==> src/rtl/i2c_master_arbiter.sv <==
// rtl/i2c_master_arbiter.sv - round-robin sequencer sharing one I2C master among NREQ requesters
`timescale 1ns/1ps
module i2c_master_arbiter #(
  parameter int NREQ        = 4,
  parameter int NEWD_CYCLES = 5,
  parameter int TIMEOUT     = 4096,
  localparam int IDW        = (NREQ > 1) ? $clog2(NREQ) : 1
) (
  input  logic              clk,
  input  logic              rst,
  input  logic [NREQ-1:0]   req_valid_i,
  input  logic [NREQ-1:0]   req_op_i,
  input  logic [7*NREQ-1:0] req_addr_i,
  input  logic [8*NREQ-1:0] req_din_i,
  output logic [NREQ-1:0]   req_accept_o,
  output logic [NREQ-1:0]   rsp_valid_o,
  output logic [7:0]        rsp_dout_o,
  output logic              rsp_ack_err_o,
  output logic              rsp_timeout_o,
  output logic              m_newd_o,
  output logic              m_op_o,
  output logic [6:0]        m_addr_o,
  output logic [7:0]        m_din_o,
  input  logic [7:0]        m_dout_i,
  input  logic              m_busy_i,
  input  logic              m_ack_err_i,
  input  logic              m_done_i,
  output logic              arb_busy_o,
  output logic [IDW-1:0]    cur_id_o
);

  localparam int TW = $clog2(TIMEOUT + 1);
  localparam int NW = $clog2(NEWD_CYCLES + 1);

  typedef enum logic [1:0] {S_IDLE, S_ISSUE, S_WAIT, S_RESP} state_t;

  state_t            state_q, state_d;
  logic [IDW-1:0]    rr_ptr_q, rr_ptr_d, cur_id_q, cur_id_d;
  logic              op_q, op_d;
  logic [6:0]        addr_q, addr_d;
  logic [7:0]        din_q, din_d;
  logic              newd_q, newd_d;
  logic [NW-1:0]     newd_cnt_q, newd_cnt_d;
  logic [TW-1:0]     to_cnt_q, to_cnt_d;
  logic              done_q;
  logic              seen_q, seen_d;
  logic [7:0]        cap_dout_q, cap_dout_d;
  logic              cap_err_q, cap_err_d;
  logic [NREQ-1:0]   accept_q, accept_d, rsp_valid_q, rsp_valid_d;
  logic [7:0]        rsp_dout_q, rsp_dout_d;
  logic              rsp_err_q, rsp_err_d, rsp_to_q, rsp_to_d;

  logic              done_rise;
  logic              found;
  logic [IDW-1:0]    grant;
  logic [IDW:0]      scan_idx;

  assign done_rise = m_done_i & ~done_q;

  // First pending requester at or after rr_ptr, wrapping past NREQ-1.
  always_comb begin
    found    = 1'b0;
    grant    = '0;
    scan_idx = '0;
    for (int i = 0; i < NREQ; i++) begin
      scan_idx = {1'b0, rr_ptr_q} + (IDW+1)'(i);
      if (scan_idx >= (IDW+1)'(NREQ)) scan_idx = scan_idx - (IDW+1)'(NREQ);
      if (!found && req_valid_i[scan_idx[IDW-1:0]]) begin
        found = 1'b1;
        grant = scan_idx[IDW-1:0];
      end
    end
  end

  always_ff @(posedge clk or posedge rst) begin
    if (rst) begin
      state_q     <= S_IDLE;
      rr_ptr_q    <= '0;
      cur_id_q    <= '0;
      op_q        <= 1'b0;
      addr_q      <= '0;
      din_q       <= '0;
      newd_q      <= 1'b0;
      newd_cnt_q  <= '0;
      to_cnt_q    <= '0;
      done_q      <= 1'b0;
      seen_q      <= 1'b0;
      cap_dout_q  <= '0;
      cap_err_q   <= 1'b0;
      accept_q    <= '0;
      rsp_valid_q <= '0;
      rsp_dout_q  <= '0;
      rsp_err_q   <= 1'b0;
      rsp_to_q    <= 1'b0;
    end else begin
      state_q     <= state_d;
      rr_ptr_q    <= rr_ptr_d;
      cur_id_q    <= cur_id_d;
      op_q        <= op_d;
      addr_q      <= addr_d;
      din_q       <= din_d;
      newd_q      <= newd_d;
      newd_cnt_q  <= newd_cnt_d;
      to_cnt_q    <= to_cnt_d;
      done_q      <= m_done_i;
      seen_q      <= seen_d;
      cap_dout_q  <= cap_dout_d;
      cap_err_q   <= cap_err_d;
      accept_q    <= accept_d;
      rsp_valid_q <= rsp_valid_d;
      rsp_dout_q  <= rsp_dout_d;
      rsp_err_q   <= rsp_err_d;
      rsp_to_q    <= rsp_to_d;
    end
  end

  always_comb begin
    state_d     = state_q;
    rr_ptr_d    = rr_ptr_q;
    cur_id_d    = cur_id_q;
    op_d        = op_q;
    addr_d      = addr_q;
    din_d       = din_q;
    newd_d      = 1'b0;
    newd_cnt_d  = newd_cnt_q;
    to_cnt_d    = to_cnt_q;
    seen_d      = seen_q;
    cap_dout_d  = cap_dout_q;
    cap_err_d   = cap_err_q;
    accept_d    = '0;
    rsp_valid_d = '0;
    rsp_dout_d  = rsp_dout_q;
    rsp_err_d   = rsp_err_q;
    rsp_to_d    = rsp_to_q;
    case (state_q)
      S_IDLE: begin
        if (found && !m_busy_i) begin
          state_d         = S_ISSUE;
          cur_id_d        = grant;
          op_d            = req_op_i[grant];
          addr_d          = req_addr_i[7*int'(grant) +: 7];
          din_d           = req_din_i[8*int'(grant) +: 8];
          newd_d          = 1'b1;
          newd_cnt_d      = NW'(1);
          to_cnt_d        = '0;
          seen_d          = 1'b0;
          accept_d[grant] = 1'b1;
        end
      end
      S_ISSUE: begin
        to_cnt_d = to_cnt_q + TW'(1);
        // A done that arrives while newd is still asserted is parked until WAIT.
        if (done_rise) begin
          seen_d     = 1'b1;
          cap_dout_d = op_q ? m_dout_i : 8'h00;
          cap_err_d  = m_ack_err_i;
        end
        if (newd_cnt_q == NW'(NEWD_CYCLES)) begin
          state_d = S_WAIT;
        end else begin
          newd_d     = 1'b1;
          newd_cnt_d = newd_cnt_q + NW'(1);
        end
      end
      S_WAIT: begin
        to_cnt_d = to_cnt_q + TW'(1);
        if (seen_q || done_rise) begin
          state_d               = S_RESP;
          rsp_valid_d[cur_id_q] = 1'b1;
          rsp_to_d              = 1'b0;
          rsp_dout_d            = seen_q ? cap_dout_q : (op_q ? m_dout_i : 8'h00);
          rsp_err_d             = seen_q ? cap_err_q : m_ack_err_i;
        end else if (to_cnt_q == TW'(TIMEOUT - 1)) begin
          state_d               = S_RESP;
          rsp_valid_d[cur_id_q] = 1'b1;
          rsp_to_d              = 1'b1;
          rsp_dout_d            = 8'h00;
          rsp_err_d             = 1'b0;
        end
      end
      S_RESP: begin
        state_d    = S_IDLE;
        rr_ptr_d   = (cur_id_q == IDW'(NREQ - 1)) ? '0 : cur_id_q + IDW'(1);
        op_d       = 1'b0;
        addr_d     = '0;
        din_d      = '0;
        seen_d     = 1'b0;
        rsp_dout_d = 8'h00;
        rsp_err_d  = 1'b0;
        rsp_to_d   = 1'b0;
      end
      default: state_d = S_IDLE;
    endcase
  end

  assign req_accept_o  = accept_q;
  assign rsp_valid_o   = rsp_valid_q;
  assign rsp_dout_o    = rsp_dout_q;
  assign rsp_ack_err_o = rsp_err_q;
  assign rsp_timeout_o = rsp_to_q;
  assign m_newd_o      = newd_q;
  assign m_op_o        = op_q;
  assign m_addr_o      = addr_q;
  assign m_din_o       = din_q;
  assign arb_busy_o    = (state_q != S_IDLE);
  assign cur_id_o      = cur_id_q;

endmodule

==> config.mk <==
export PLATFORM = sky130hd
export DESIGN_NAME = i2c_master_arbiter
export DESIGN_NICKNAME = d
export VERILOG_FILES = /design/src/rtl/i2c_master_arbiter.sv
export SDC_FILE = /design/constraint.sdc
export NUM_CORES = 1
export LEC_CHECK = 0
export ABC_AREA = 0
export ABC_CLOCK_PERIOD_IN_PS = 2600
export CORE_ASPECT_RATIO = 0.5
export CORE_MARGIN = 4
export CORE_UTILIZATION = 40
export DETAILED_ROUTE_END_ITERATION = 8
export HOLD_SLACK_MARGIN = 0.12
export PLACE_DENSITY = 0.7
export SYNTH_ARGS = -nofsm -noshare
export SYNTH_HDL_FRONTEND = slang
export SYNTH_SLANG_ARGS = --single-unit
==> constraint.sdc <==
create_clock -name clk -period 2.6 [get_ports clk]
set_clock_uncertainty 0.2 [all_clocks]
set_input_delay 0.52 -clock clk [delete_from_list [all_inputs] [get_ports clk]]
set_output_delay 0.52 -clock clk [all_outputs]
set_load 0.01 [all_outputs]
run_1/pinout.png
Scale: 3 px per micron. Pins as bars across the die edge, other pins in grey.
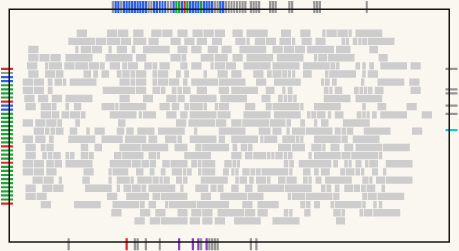
- req_din_i: blue (pins 32; direction input; edge 28 top, 4 left)
- req_accept_o: purple (pins 4; direction output; edge bottom)
- m_addr_o: red (pins 7; direction output; edge 5 left, 1 bottom, 1 top)
- rsp_timeout_o: cyan (pins 1; direction output; edge right)
- req_addr_i: green (pins 28; direction input; edge 24 left, 4 top)

run_1/class_map.png
Scale: 2 px per micron.
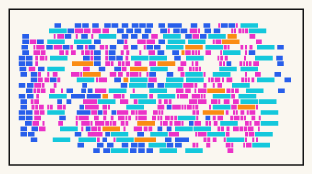
- remaining buffers and delay cells: blue (cells 140; share of their area 26%)
- registers: cyan (cells 68; share of their area 31%)
- remaining logic cells: magenta (cells 303; share of their area 37%)
- clock drivers and dummy loads: orange (cells 16; share of their area 6.4%)
Final Instance Area: 5620 sq um
row cnt: 24
core footprint: 9010 sq um
sequential share of cell area: 30.3%

==> impl_metrics.yaml, run 1 <==
# synthesis and place-and-route metrics
die:
  core_util_floorplan_pct: 42.4
  boundaryPins: 119
  die_w_microns: 146
detailed_routing:
  drt_iter0_drc: 203
  postRouteWirelength_microns: 10300
  via_per_inst: 5.23
synth:
  synth_area_per_cell_sq_um: 9.77
  synth_nets: 483
  enable_flop_cells: 0
  synth_cells: 391
  yosys.cell_types.count: 56
  async_flop_share_pct: 100
  syn_area_sq_um: 3820
  topCellsByArea: "dfrtp_1 45%, mux2i_1 5.0%, nand2_1 4.9%, o21ai_0 4.2%, ha_1 3.6%"
final_timing:
  slew_headroom_pct: 52.2
  grt_setup_unrepaired: "false"
  tns_ns: 0
  fin_crit_ns: 2.47
critical_path:
  worstSetupEndpointType: "output port"
  crit_required_ns: 1.88
  crit_start: "state_q[0]$_DFFE_PP0P_"
  r2r_start: "to_cnt_q[0]$_DFFE_PP0P_"
placement:
  placed_cell_area_sq_um: 5270
  numPortBuffers: 118
cts:
  cts_max_path_buffers: 2
  cts_tree: "yes"
  cts.sink_count: 68
  clk_latency_ns: 0.33
  clk_pin_slew_ns: 0.06
  cts_resized: 0
status:
  run_status: "completed"
grt:
  grt_pass1_wl_microns: 17500
  grt_max_degree: 69
  grt_overflow_total: 0
finish:
  synthToLayoutAreaGrowth_pct: 47.0
  final_util_pct: 62.3
pwr:
  clk-power_mw: 1.43
  p_seq_share_pct: 29.2
  swShare_pct: 36.1
  maxPowerGroup: "combinational logic"
  seq-power_mw: 1.66
min_path:
  hold_class: "flip-flop to flip-flop"
run_1/layers.png
Scale: 2 px per micron.
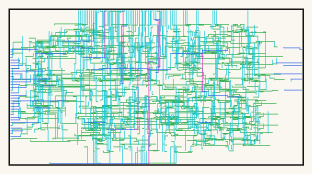
- M1: green (wire length 4640 microns)
- M4: magenta (wire length 248 microns)
- M3: blue (wire length 512 microns)
- M2: cyan (wire length 4940 microns)

==> run 1: kinds of logic after synthesis <==
family / synth area share [%]
xor gates and xnor gates: 1.83
AOI/OAI and AO/OA: 22.2
DFF: 44.5
and+or+nand+nor: 17.8
buffers and inverters: 3.67
adders and majority gates: 3.60
muxes: 6.32
==> run 1: through the flow <==
step / power (mW) / setup WS (ns) / cells
3_3_place_gp: 4.23 / 0.0740 / 628
2_1_floorplan: 3.21 / 0.168 / 391
4_1_cts: 5.75 / 0.0202 / 644
3_5_place_dp: 4.29 / 0.0300 / 628
5_1_grt: 6.09 / 0.0490 / 644
6_report: 5.69 / 0.130 / 644
==> run 1: cell type report <==
cell class	count	area, sq um	area share [%]
clock inverter	6	111	1.98
clock buffer	10	239	4.26
tap	117	146	2.61
timing repair buffer	140	1410	25.1
inverter	8	30.0	0.535
multi-input combinational	295	1980	35.2
sequential	68	1700	30.3
==> run 1: synth_stat cells (6+ instances only) <==
| master | n |
|---|---|
| clkbuf_1 | 10 |
| mux2i_1 | 19 |
| o21ai_1 | 6 |
| a21o_1 | 17 |
| dfrtp_1 | 68 |
| o21ai_0 | 32 |
| nand3_1 | 21 |
| inv_1 | 8 |
| o211ai_2 | 10 |
| nor2_1 | 31 |
| o211ai_1 | 6 |
| a21oi_1 | 15 |
| xnor2_1 | 8 |
| ha_1 | 11 |
| nand2_1 | 50 |
| o2bb2ai_1 | 9 |
==> run 1: layout by cell type, fill, tap and decap left out, types with 3 or more instances in the layout <==
master and instances:
xnor2_1 8, buf_4 17, o2bb2ai_1 9, inv_1 6
a21oi_1 15, nand3_1 21, o211ai_2 10, o211ai_1 6
mux2i_1 19, ha_1 11, dfrtp_1 68, bufinv_16 3
o21ai_0 32, nor2_1 31, buf_12 5, clkbuf_16 9
a21o_1 17, o21ai_1 6, and2_1 5, nand2b_1 5
nor2b_1 3, clkdlybuf4s50_1 118, nand2_1 50, nor3_1 5
==> run 1: critical path, cell delays in order, from the launching register on <==
cell	delay, ns
dfrtp_1	0.40
inv_1	0.08
ha_1	0.25
inv_2	0.14
clkdlybuf4s50_1	0.55
==> run 1: worst min-delay path by stage <==
stage                                         start                        end  slack [ns]  depth (start not counted)
after floorplan           cap_dout_q[7]$_DFFE_PP0P_  cap_dout_q[7]$_DFFE_PP0P_        0.25                          2
after global placement    cap_dout_q[1]$_DFFE_PP0P_  cap_dout_q[1]$_DFFE_PP0P_        0.26                          2
after detailed placement  cap_dout_q[4]$_DFFE_PP0P_  cap_dout_q[4]$_DFFE_PP0P_        0.28                          2
after CTS                 cap_dout_q[3]$_DFFE_PP0P_  cap_dout_q[3]$_DFFE_PP0P_        0.29                          2
after global routing      rsp_dout_o[3]$_DFFE_PP0P_  rsp_dout_o[3]$_DFFE_PP0P_        0.31                          1
final                     cap_dout_q[0]$_DFFE_PP0P_  cap_dout_q[0]$_DFFE_PP0P_        0.28                          2
==> run 1: metal layers <==
layer	up-vias	track usage (%)	share of wire, %
met5	-	0	0
met4	0	7.13	2.4
met3	19	5.54	5.0
met2	81	31.4	48
met1	1609	24.3	45
li1	1662	-	-
--- run 2 (diff from run 1) ---
Settings changed: CORE_MARGIN 4 to 8.
==> run 2 against run 1 <==
Net effect:
- via count shrank 1.2%
- global-route usage is 2.3 points lower
- fmax fell by 0.67%
- synthesized cell count did not move
==> impl_metrics.yaml, run 2 <==
# synthesis and place-and-route metrics
synth:
  ys_sh_mux_pct: 6.32
  ys_sh_xor_pct: 1.83
  topCellsByArea: "dfrtp_1 45%, mux2i_1 5.0%, nand2_1 4.9%, o21ai_0 4.2%, ha_1 3.6%"
  aoi_share_pct: 22.2
  ys_top_logic_family: "AND-OR/OR-AND gates"
  ys_cells: 391
  ys_chip_area_sq_um: 3820
  synth-adder-area-share_pct: 3.60
  yosys.area_share.simple_pct: 17.8
  enable_flop_cells: 0
  yosysMostFrequentCell: "dfrtp_1"
  yosys.cell_types.count: 56
  synth_area_per_cell_sq_um: 9.77
  synth_cells: 391
  common_cells: "68 x dfrtp_1, 50 x nand2_1, 32 x o21ai_0"
  yosysWarnings: 0
  yosys.stat.seqShare_pct: 44.5
  yosys.area.top_type_share_pct: 44.5
  syn_area_sq_um: 3820
  async_flop_share_pct: 100
  synth_nets: 483
placement:
  pre_cts_slack_ns: 0.0642
  placed_cell_area_sq_um: 5310
  numPortBuffers: 118
  hpwlAfterDp_microns: 7850
  place_congestion: 0.777
  dp.cells: 635
grt:
  grt_usage_pct: 16.9
  grt_pass1_vias: 3564
  grt_pass1_wl_microns: 17900
  grt_overflow_total: 0
  grt_max_degree: 69
die:
  boundaryPins: 119
  rows: 25
  die_w_microns: 154
  die_area_sq_um: 13100
final_timing:
  hold_viol_final: 0
  whs_ns: 0.278
  fin_crit_ns: 2.49
  period_used_pct: 95.7
  tns_ns: 0
  postLayoutSetupSlackWorst_ns: 0.113
  grt_setup_unrepaired: "false"
  slew_headroom_pct: 48.2
critical_path:
  cp_max_fo: 4
  critPathLaunchType: "flip-flop"
  crit_required_ns: 1.88
  r2r_slack_ns: 0.43
  critPathKind: "flip-flop to output port"
  arrival_ns: 1.77
  worstSetupEndpointType: "output port"
  r2r_start: "to_cnt_q[0]$_DFFE_PP0P_"
  timing.rr.end: "rsp_dout_o[4]$_DFFE_PP0P_"
pwr:
  vdd_drop_max_v: 0.000459
  p_seq_share_pct: 29.4
  swShare_pct: 36.3
  power_frac_comb_pct: 47.3
  p_switching_mw: 2.04
  p_leak_nw: 2.39
  p_int_mw: 3.57
  total_power_mw: 5.61
detailed_routing:
  postRouteWirelength_microns: 10500
  drt_iter0_drc: 217
  first_pass_iters: 4
  via_count: 3329
  ant_nets: 0
  via_per_inst: 5.11
  post-route-drc-count: 0
finish:
  final_area_sq_um: 5620
  fillers: 821
  most-common-layout-cells: "118 x clkdlybuf4s50_1, 68 x dfrtp_1, 50 x nand2_1"
  mostFrequentLayoutCell: "clkdlybuf4s50_1"
  final_cells: 651
  synthToLayoutAreaGrowth_pct: 47.2
  nNetsFinal: 617
cts:
  clk_pin_slew_ns: 0.06
  cts-buffers-inserted: 9
  cts_root_buffer: "clkbuf_16"
  cts_tree: "yes"
  cts_resized: 1
  cts.sink_count: 68
  clk_latency_ns: 0.33
  cts_max_path_buffers: 2
status:
  run_status: "completed"
min_path:
  worstHoldStart: "cap_dout_q[2]$_DFFE_PP0P_"
  whs_endpoint: "cap_dout_q[2]$_DFFE_PP0P_"
  hold_class: "flip-flop to flip-flop"
  min_delay_path_depth: 2
flow_run:
  tool_warnings: 33
-- run 2: how the worst max path moves through the flow --
stage,startpoint,end,slack [ns]
2_1_floorplan,rst,cap_dout_q[0]$_DFFE_PP0P_,0.17
3_3_place_gp,req_valid_i[0],to_cnt_q[11]$_DFFE_PP0P_,0.09
3_5_place_dp,req_valid_i[0],m_addr_o[1]$_DFFE_PP0P_,0.06
4_1_cts,state_q[0]$_DFFE_PP0P_,arb_busy_o,0.08
5_1_grt,state_q[0]$_DFFE_PP0P_,arb_busy_o,0.02
6_report,state_q[0]$_DFFE_PP0P_,arb_busy_o,0.11
-- run 2: cells by family (layout without fill, tap and decap cells) --
kind of cell	Yosys count	count (layout)
AND/OR/NAND/NOR	138	138
flip-flops	68	68
XOR/XNOR	8	8
multiplexers	23	23
buffers and inverters	28	167
adder cells (fa/ha/maj)	11	11
AND-OR/OR-AND	115	115
-- run 2: power by group through the flow --
stage	combinational, mW	clock [mW]	sequential, mW
6_report	2.65	1.31	1.65
5_1_grt	2.93	1.39	1.71
4_1_cts	2.69	1.34	1.65
3_5_place_dp	2.67	0	1.66
3_3_place_gp	2.62	0	1.66
2_1_floorplan	1.53	0	1.68
-- run 2: routing by layer --
metal / GRT usage, % / share of wire, %
met1: 21.2 / 45
met2: 28.1 / 49
met3: 4.56 / 5.0
met4: 4.77 / 0.83
met5: 0 / 0
-- run 2: cell type report --
cell class                 instances  area (sq um)  share of cell area, %
inverter                           8          30.0                  0.534
timing repair buffer             143          1440                   25.7
multi-input combinational        295          1980                   35.2
sequential                        68          1700                   30.3
tap                              121           151                   2.69
clock inverter                     4          72.6                   1.29
clock buffer                      12           246                   4.38
-- run 2: worst max-delay path: stages, from the launching register on --
cell	delay, ns
dfrtp_1	0.41
inv_1	0.08
ha_1	0.25
inv_2	0.14
clkdlybuf4s50_1	0.56
run_2/clock_nets.png
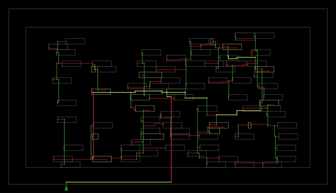
FF+latch count: 68
Clk. pwr: 1.31 mW

run_2/util_map.png
Scale: 3 px per micron. The die is cut into 15 by 9 equal tiles; black is low, pale yellow is high, 0 to 100% covered.
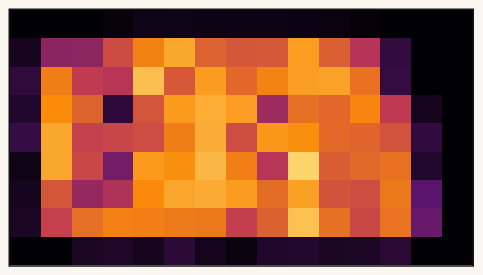
- tiles over 75% full: 18%
- fullest tile: 91%
- nearly empty tiles: 16%
- emptiest ninth of the die: top right
- densest ninth of the die: middle
- mean over tiles: 42%
FP Util: 40.8%
core footprint: 9350 sq um
fin util: 60.1%

run_2/class_map.png
Scale: 2 px per micron.
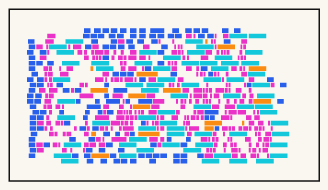
- registers: cyan (cells 68; share of their area 31%)
- remaining logic cells: magenta (cells 303; share of their area 37%)
- clock drivers and dummy loads: orange (cells 16; share of their area 5.8%)
- remaining buffers and delay cells: blue (cells 143; share of their area 26%)

Power and IR drop assume default switching activity.
